### Met1 routing

Scale: 2 px per micron. Supply wires on this layer in grey.
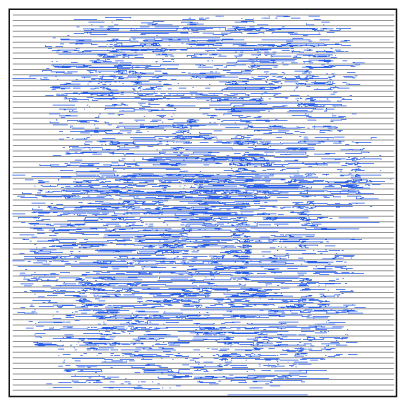
### The metal 2 layer

Scale: 1.5 px per micron. Cells faint in the background.
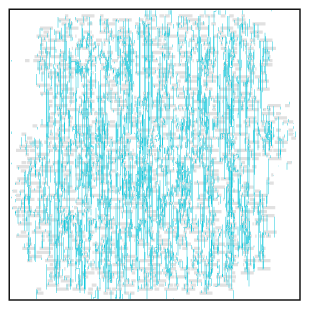
### Signal wires on met3

Scale: 2 px per micron.
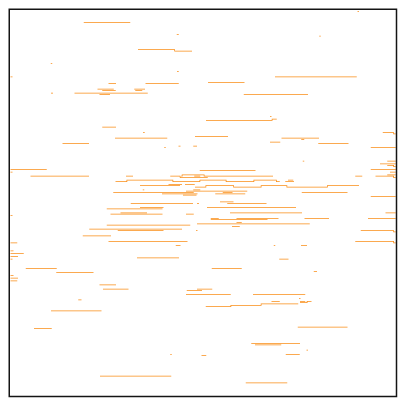
`config.mk`:
```
export PLATFORM = sky130hd
export DESIGN_NAME = video_sync_prog
export DESIGN_NICKNAME = d
export VERILOG_FILES = /design/src/rtl/video_sync_prog.sv
export SDC_FILE = /design/constraint.sdc
export NUM_CORES = 1
export LEC_CHECK = 0
export CAP_MARGIN = 40
export CORE_UTILIZATION = 41
export CTS_BUF_LIST = sky130_fd_sc_hd__clkbuf_4
export CTS_CLUSTER_SIZE = 8
export DETAILED_ROUTE_END_ITERATION = 16
export GPL_TIMING_DRIVEN = 0
export PLACE_DENSITY = 0.56
export SYNTH_ARGS = -nofsm -noshare
export SYNTH_HDL_FRONTEND = slang
export SYNTH_SLANG_ARGS = --single-unit
```
`constraint.sdc`:
```
create_clock -name clk -period 4.2 [get_ports clk]
set_input_delay 0.42 -clock clk [delete_from_list [all_inputs] [get_ports clk]]
set_output_delay 0.42 -clock clk [all_outputs]
set_load 0.005 [all_outputs]
```
`src/rtl/video_sync_prog.sv`:
```
// Register-programmable raster timing generator: line/frame counters, sync and active
// windows, line/frame strobes and a sticky CPU interrupt. New timing takes effect at frame wrap.
module video_sync_prog #(
    parameter int W          = 10,
    parameter int H_TOT_RST  = 448,
    parameter int HS_BEG_RST = 11,
    parameter int HS_END_RST = 43,
    parameter int HA_BEG_RST = 88,
    parameter int HA_END_RST = 448,
    parameter int V_TOT_RST  = 320,
    parameter int VS_BEG_RST = 8,
    parameter int VS_END_RST = 11,
    parameter int VA_BEG_RST = 32,
    parameter int VA_END_RST = 320
) (
    input  logic         clk,
    input  logic         rst_n,
    input  logic         ce,
    input  logic         wr,
    input  logic [3:0]   waddr,
    input  logic [W-1:0] wdata,
    input  logic         int_ack,
    output logic [W-1:0] hcnt,
    output logic [W-1:0] vcnt,
    output logic         hsync,
    output logic         vsync,
    output logic         csync,
    output logic         blank,
    output logic         h_act,
    output logic         v_act,
    output logic         line_start,
    output logic         frame_start,
    output logic         int_req,
    output logic         upd_pend,
    output logic [7:0]   frame_cnt
);
    // Timing bank layout matches the write-port register index; ctrl (index 12) is kept apart.
    localparam int NBANK    = 12;
    localparam int IX_HTOT  = 0;
    localparam int IX_HSB   = 1;
    localparam int IX_HSE   = 2;
    localparam int IX_HAB   = 3;
    localparam int IX_HAE   = 4;
    localparam int IX_VTOT  = 5;
    localparam int IX_VSB   = 6;
    localparam int IX_VSE   = 7;
    localparam int IX_VAB   = 8;
    localparam int IX_VAE   = 9;
    localparam int IX_INTH  = 10;
    localparam int IX_INTV  = 11;
    localparam int IX_CTRL  = 12;

    localparam logic [NBANK-1:0][W-1:0] BANK_RST = {
        W'(0),          W'(0),
        W'(VA_END_RST), W'(VA_BEG_RST), W'(VS_END_RST), W'(VS_BEG_RST), W'(V_TOT_RST),
        W'(HA_END_RST), W'(HA_BEG_RST), W'(HS_END_RST), W'(HS_BEG_RST), W'(H_TOT_RST)
    };

    logic [NBANK-1:0][W-1:0] stg_reg;
    logic [NBANK-1:0][W-1:0] act_reg;
    logic [2:0]              stg_ctrl_reg;
    logic [2:0]              act_ctrl_reg;
    logic [IX_CTRL:0]        wr_sel;
    logic                    wr_any;
    logic                    upd_pend_reg;

    logic [W-1:0] hcnt_reg;
    logic [W-1:0] vcnt_reg;
    logic         hsync_reg;
    logic         vsync_reg;
    logic         csync_reg;
    logic         blank_reg;
    logic         h_act_reg;
    logic         v_act_reg;
    logic         int_req_reg;
    logic [7:0]   frame_cnt_reg;

    logic [W-1:0] htot, hs_beg, hs_end, ha_beg, ha_end;
    logic [W-1:0] vtot, vs_beg, vs_end, va_beg, va_end;
    logic [W-1:0] int_h, int_v;
    logic         int_en, vpol, hpol;
    logic         h_last, v_last;
    logic         hs_win, vs_win, ha_win, va_win;
    logic         int_hit;

    // Half-open window [b, e); b > e wraps through zero, b == e is empty.
    function automatic logic in_win(input logic [W-1:0] x, input logic [W-1:0] b,
                                    input logic [W-1:0] e);
        logic r;
        r = 1'b0;
        if (b < e)
            r = (x >= b) && (x < e);
        else if (b > e)
            r = (x >= b) || (x < e);
        return r;
    endfunction

    for (genvar gi = 0; gi <= IX_CTRL; gi++) begin : g_wsel
        assign wr_sel[gi] = wr && (waddr == 4'(gi));
    end
    assign wr_any = |wr_sel;

    assign htot   = act_reg[IX_HTOT];
    assign hs_beg = act_reg[IX_HSB];
    assign hs_end = act_reg[IX_HSE];
    assign ha_beg = act_reg[IX_HAB];
    assign ha_end = act_reg[IX_HAE];
    assign vtot   = act_reg[IX_VTOT];
    assign vs_beg = act_reg[IX_VSB];
    assign vs_end = act_reg[IX_VSE];
    assign va_beg = act_reg[IX_VAB];
    assign va_end = act_reg[IX_VAE];
    assign int_h  = act_reg[IX_INTH];
    assign int_v  = act_reg[IX_INTV];
    assign int_en = act_ctrl_reg[2];
    assign vpol   = act_ctrl_reg[1];
    assign hpol   = act_ctrl_reg[0];

    // Modular compare: a total of 0 wraps at 2^W.
    assign h_last      = (hcnt_reg == htot - W'(1));
    assign v_last      = (vcnt_reg == vtot - W'(1));
    assign line_start  = ce && h_last;
    assign frame_start = line_start && v_last;

    assign hs_win  = in_win(hcnt_reg, hs_beg, hs_end);
    assign vs_win  = in_win(vcnt_reg, vs_beg, vs_end);
    assign ha_win  = in_win(hcnt_reg, ha_beg, ha_end);
    assign va_win  = in_win(vcnt_reg, va_beg, va_end);
    assign int_hit = ce && int_en && (hcnt_reg == int_h) && (vcnt_reg == int_v);

    // Transfer reads staging before this cycle's write lands, so a coincident write waits a frame.
    always_ff @(posedge clk or negedge rst_n) begin
        if (!rst_n) begin
            stg_reg      <= BANK_RST;
            act_reg      <= BANK_RST;
            stg_ctrl_reg <= 3'b000;
            act_ctrl_reg <= 3'b000;
            upd_pend_reg <= 1'b0;
        end else begin
            if (frame_start) begin
                act_reg      <= stg_reg;
                act_ctrl_reg <= stg_ctrl_reg;
                upd_pend_reg <= 1'b0;
            end
            for (int i = 0; i < NBANK; i++) begin
                if (wr_sel[i])
                    stg_reg[i] <= wdata;
            end
            if (wr_sel[IX_CTRL])
                stg_ctrl_reg <= wdata[2:0];
            if (wr_any)
                upd_pend_reg <= 1'b1;
        end
    end

    always_ff @(posedge clk or negedge rst_n) begin
        if (!rst_n) begin
            hcnt_reg <= '0;
            vcnt_reg <= '0;
        end else if (ce) begin
            if (h_last) begin
                hcnt_reg <= '0;
                vcnt_reg <= v_last ? '0 : vcnt_reg + W'(1);
            end else begin
                hcnt_reg <= hcnt_reg + W'(1);
            end
        end
    end

    always_ff @(posedge clk or negedge rst_n) begin
        if (!rst_n) begin
            hsync_reg <= 1'b0;
            vsync_reg <= 1'b0;
            csync_reg <= 1'b1;
            blank_reg <= 1'b1;
            h_act_reg <= 1'b0;
            v_act_reg <= 1'b0;
        end else if (ce) begin
            hsync_reg <= hs_win ^ hpol;
            vsync_reg <= vs_win ^ vpol;
            csync_reg <= ~(hs_win ^ vs_win);
            blank_reg <= ~(ha_win && va_win);
            h_act_reg <= ha_win;
            v_act_reg <= va_win;
        end
    end

    always_ff @(posedge clk or negedge rst_n) begin
        if (!rst_n) begin
            int_req_reg   <= 1'b0;
            frame_cnt_reg <= 8'd0;
        end else begin
            if (int_hit)
                int_req_reg <= 1'b1;
            else if (int_ack)
                int_req_reg <= 1'b0;
            if (frame_start)
                frame_cnt_reg <= frame_cnt_reg + 8'd1;
        end
    end

    assign hcnt      = hcnt_reg;
    assign vcnt      = vcnt_reg;
    assign hsync     = hsync_reg;
    assign vsync     = vsync_reg;
    assign csync     = csync_reg;
    assign blank     = blank_reg;
    assign h_act     = h_act_reg;
    assign v_act     = v_act_reg;
    assign int_req   = int_req_reg;
    assign upd_pend  = upd_pend_reg;
    assign frame_cnt = frame_cnt_reg;

endmodule

```
==> impl_metrics.yaml <==
# implementation run metrics
outcome:
  status: "finished with violations"
  violations: "DRC"
clock_tree:
  clock_path_buffers: 3
  cts_tree: "yes"
  clockRootBuffer: "clkbuf_4"
  cts.reportedPaths.clkPinSlew_ns: 0.06
  clock_sinks: 282
  cts_buffers: 79
  clk_latency_ns: 0.73
  htree_levels: 3
worst_setup_path:
  reg2reg_setup_slack_ns: 0.27
  required_ns: 3.78
  r2r-start: "htot[0]"
  crit_start: "htot[0]"
  cp.arrival_ns: 3.60
  reg2reg_to: "int_h[8]"
  end_kind: "output pin"
  path_class: "reg2out"
  ff2ff_path_depth: 13
  critPathLaunchType: "flip-flop"
  critPathMaxFanout: 8
global_routing:
  grt_max_degree: 108
  grt_pass1_vias: 10220
  groute.usage.overall_pct: 22.25
  grt_pass1_wl_microns: 60890
  antenna_found_initial: 1
  grt-ovfl-total: 0
synthesis:
  async_reset_ff_share_pct: 100.0
  netlist_area_sq_mm: 0.01494
  edf_count: 0
  syn_area_per_cell_sq_um: 12.33
  ys_dominant_reg_cell: "dfrtp_1"
  ys_top_cells_by_count: "dfrtp_1 (230), mux2_2 (230), ha_1 (121), inv_1 (95), dfstp_2 (52)"
  ys_cells: 1212
  ys_ff: 282
  top_cell_area_share_pct: 38.52
  synth_seq_share_pct: 47.67
  syn-num-nets: 1352
  synth.largest_area_cell: "dfrtp_1"
  syn_inst: 1212
  netlist-cell-type-count: 61
  synth.area.top_cells: "dfrtp_1 (39%), mux2_2 (17%), ha_1 (10%)"
  yosysWarnings: 0
  ys_area_sq_mm: 0.01494
run:
  drv_cap: 0
  warning_count: 31
place:
  dp_hpwl_microns: 27440
  port_buffers: 56
  gp_congestion: 0.8087
  post_dp_cell_area_sq_mm: 0.01631
  placedCellCount: 1747
  place_ws_ns: -0.2848
finish:
  syn_to_final_growth_pct: 17.10
  num-fill-cells: 3348
  drive_gt1_share_pct: 34.33
  largest_register_ffs: 120
  instances_no_fill: 1907
  nets: 1521
  fin_area_sq_mm: 0.01750
  fin_util_pct: 48.95
final_timing:
  finalSetupViolCount: 0
  tns_ns: 0
  fin_crit_sh_pct: 95.79
  slew_violations: 0
  slew_headroom_pct: 40.20
  min_period_ns: 4.023
  fmax_mhz: 248.6
  skew_ns: 0.04367
  finalHoldViolCount: 0
  worst_pin_slew_ns: 0.8970
  fin_hold_ws_ns: 0.3392
  rsz0062_at_grt: "no"
  setup_slack_ns: 0.1767
power:
  peakVddDrop_mv: 0.2101
  power_leakage_nw: 8.133
  p_total_mw: 6.798
  power_density_mw_per_mm2: 388.6
floorplan:
  placement_rows: 69
  fp_util_pct: 41.80
  chip_area_sq_mm: 0.03721
  die_h_microns: 192.9
  core_sq_mm: 0.03574
  ios: 57
  chipWidth_microns: 192.9
drt:
  ant_nets: 0
  routedWlPerCell_microns: 20.50
  drtPass1Iterations: 11
  drt-initial-drc-count: 536
  drc_errors: 10
  viasPerCell: 5.253
hold_path:
  holdCritPathClass: "in2async"
Notes on 'Met1 routing' above:
longest straight run	52.0 microns
nets with wire on the layer	1430
main direction	horizontal

Notes on 'The metal 2 layer' above:
nets with wire on the layer	1340
main direction	vertical
longest straight run	90.8 microns
met2 usage: 35.86%
routed wire length: 39100 microns
via count: 10020

Notes on 'Signal wires on met3' above:
longest straight run	56.1 microns
share of all routed wire	4.9%
nets with wire on the layer	85
main direction	horizontal

==> timing repair <==
item                                    in CTS  in global routing
gates cloned                                 0                  0
pin swaps                                    3                  5
endpoints found under the hold margin       82                  0
setup buffers                                8                  5
hold buffers                                 1                  0
resized                                     16                  8
endpoints found under the setup margin       2                  2
==> cells in the final DEF (no fill, tap or decap), drive strengths merged, types with 4 or more instances in the layout <==
master         count
o21ai             23
nand2b            15
clkdlybuf4s50     53
clkbuf           162
a21o              22
a22o               5
nand4             18
a2111oi            5
clkinv            12
nand3             18
nand3b             4
a211oi             5
inv               98
nor2              39
a21oi             28
xnor2             29
and4               4
mux2             249
nor3b              4
a21boi             4
mux2i              4
o21bai             8
o211ai             6
nor2b              9
ha               121
nand2             31
dfrtp            230
xor2              30
buf               48
o21a              10
nor4              13
o31ai              7
nor3              18
a211o              5
and3               8
dfstp             52
or3                7
a31oi             13
==> report_power, final <==
part           switching (mW)  leakage [nW]  internal (mW)  total (mW)
Clock                    1.19         0.634           1.39        2.58
Combinational           0.441          3.96          0.492       0.933
Sequential              0.225          3.54           3.06        3.28
Total                    1.85          8.13           4.94        6.80
==> final cells by class <==
cell class,instances,area (sq um),area share (%)
diodes,1,2.502,0.01430
plain buffers,46,402.9,2.303
clock buffers,130,975.9,5.578
clock inverters,15,58.81,0.3361
inverters,95,359.1,2.052
multi-input cells,789,7104,40.61
flip-flops and latches,282,7124,40.72
well taps,461,576.8,3.297
repair buffers,88,890.9,5.092
==> how the worst max path moves through the flow <==
stage | cells after the start | slack, ns | end
after floorplan | 11 | 0.73 | hs_beg[2]
after global placement | 1 | -9.60 | stg_reg[66]
after detailed placement | 9 | -0.28 | line_start
after CTS | 10 | 0.05 | frame_start
after global routing | 10 | 0.01 | frame_start
final | 10 | 0.18 | frame_start
==> per-layer routing <==
layer / part of all wire (%) / vias to the layer above / wire length, microns / track usage [%]
met5: 0 / - / 0 / 0
li1: - / 4736 / - / -
met3: 4.9 / 53 / 1912 / 4.310
met2: 47 / 230 / 18500 / 35.86
met4: 1.9 / 0 / 748 / 7.813
met1: 46 / 4998 / 17940 / 29.77
==> worst max-delay path, stage by stage, from the launching register on <==
cell and delay (ns):
dfrtp_2 0.43, buf_4 0.15, buf_4 0.12, or4_1 0.53, o21ai_0 0.25, a21oi_1 0.10, o31a_2 0.40, a2111oi_4 0.40
nand2_2 0.17, nor2_2 0.19, clkbuf_2 0.13
==> cell families (layout without fill, tap and decap cells) <==
logic type | after synthesis | in the layout | synth area share, %
adder cells (fa/ha/maj) | 121 | 121 | 10.13
multiplexers | 253 | 253 | 19.29
buffers and inverters | 141 | 374 | 5.083
flip-flops | 282 | 282 | 47.67
XOR/XNOR | 59 | 59 | 3.459
other | 0 | 1 | 0
AND/OR/NAND/NOR | 200 | 200 | 7.219
AND-OR/OR-AND | 156 | 156 | 7.152
No activity file was given, so power comes from the tool's default toggle rates.
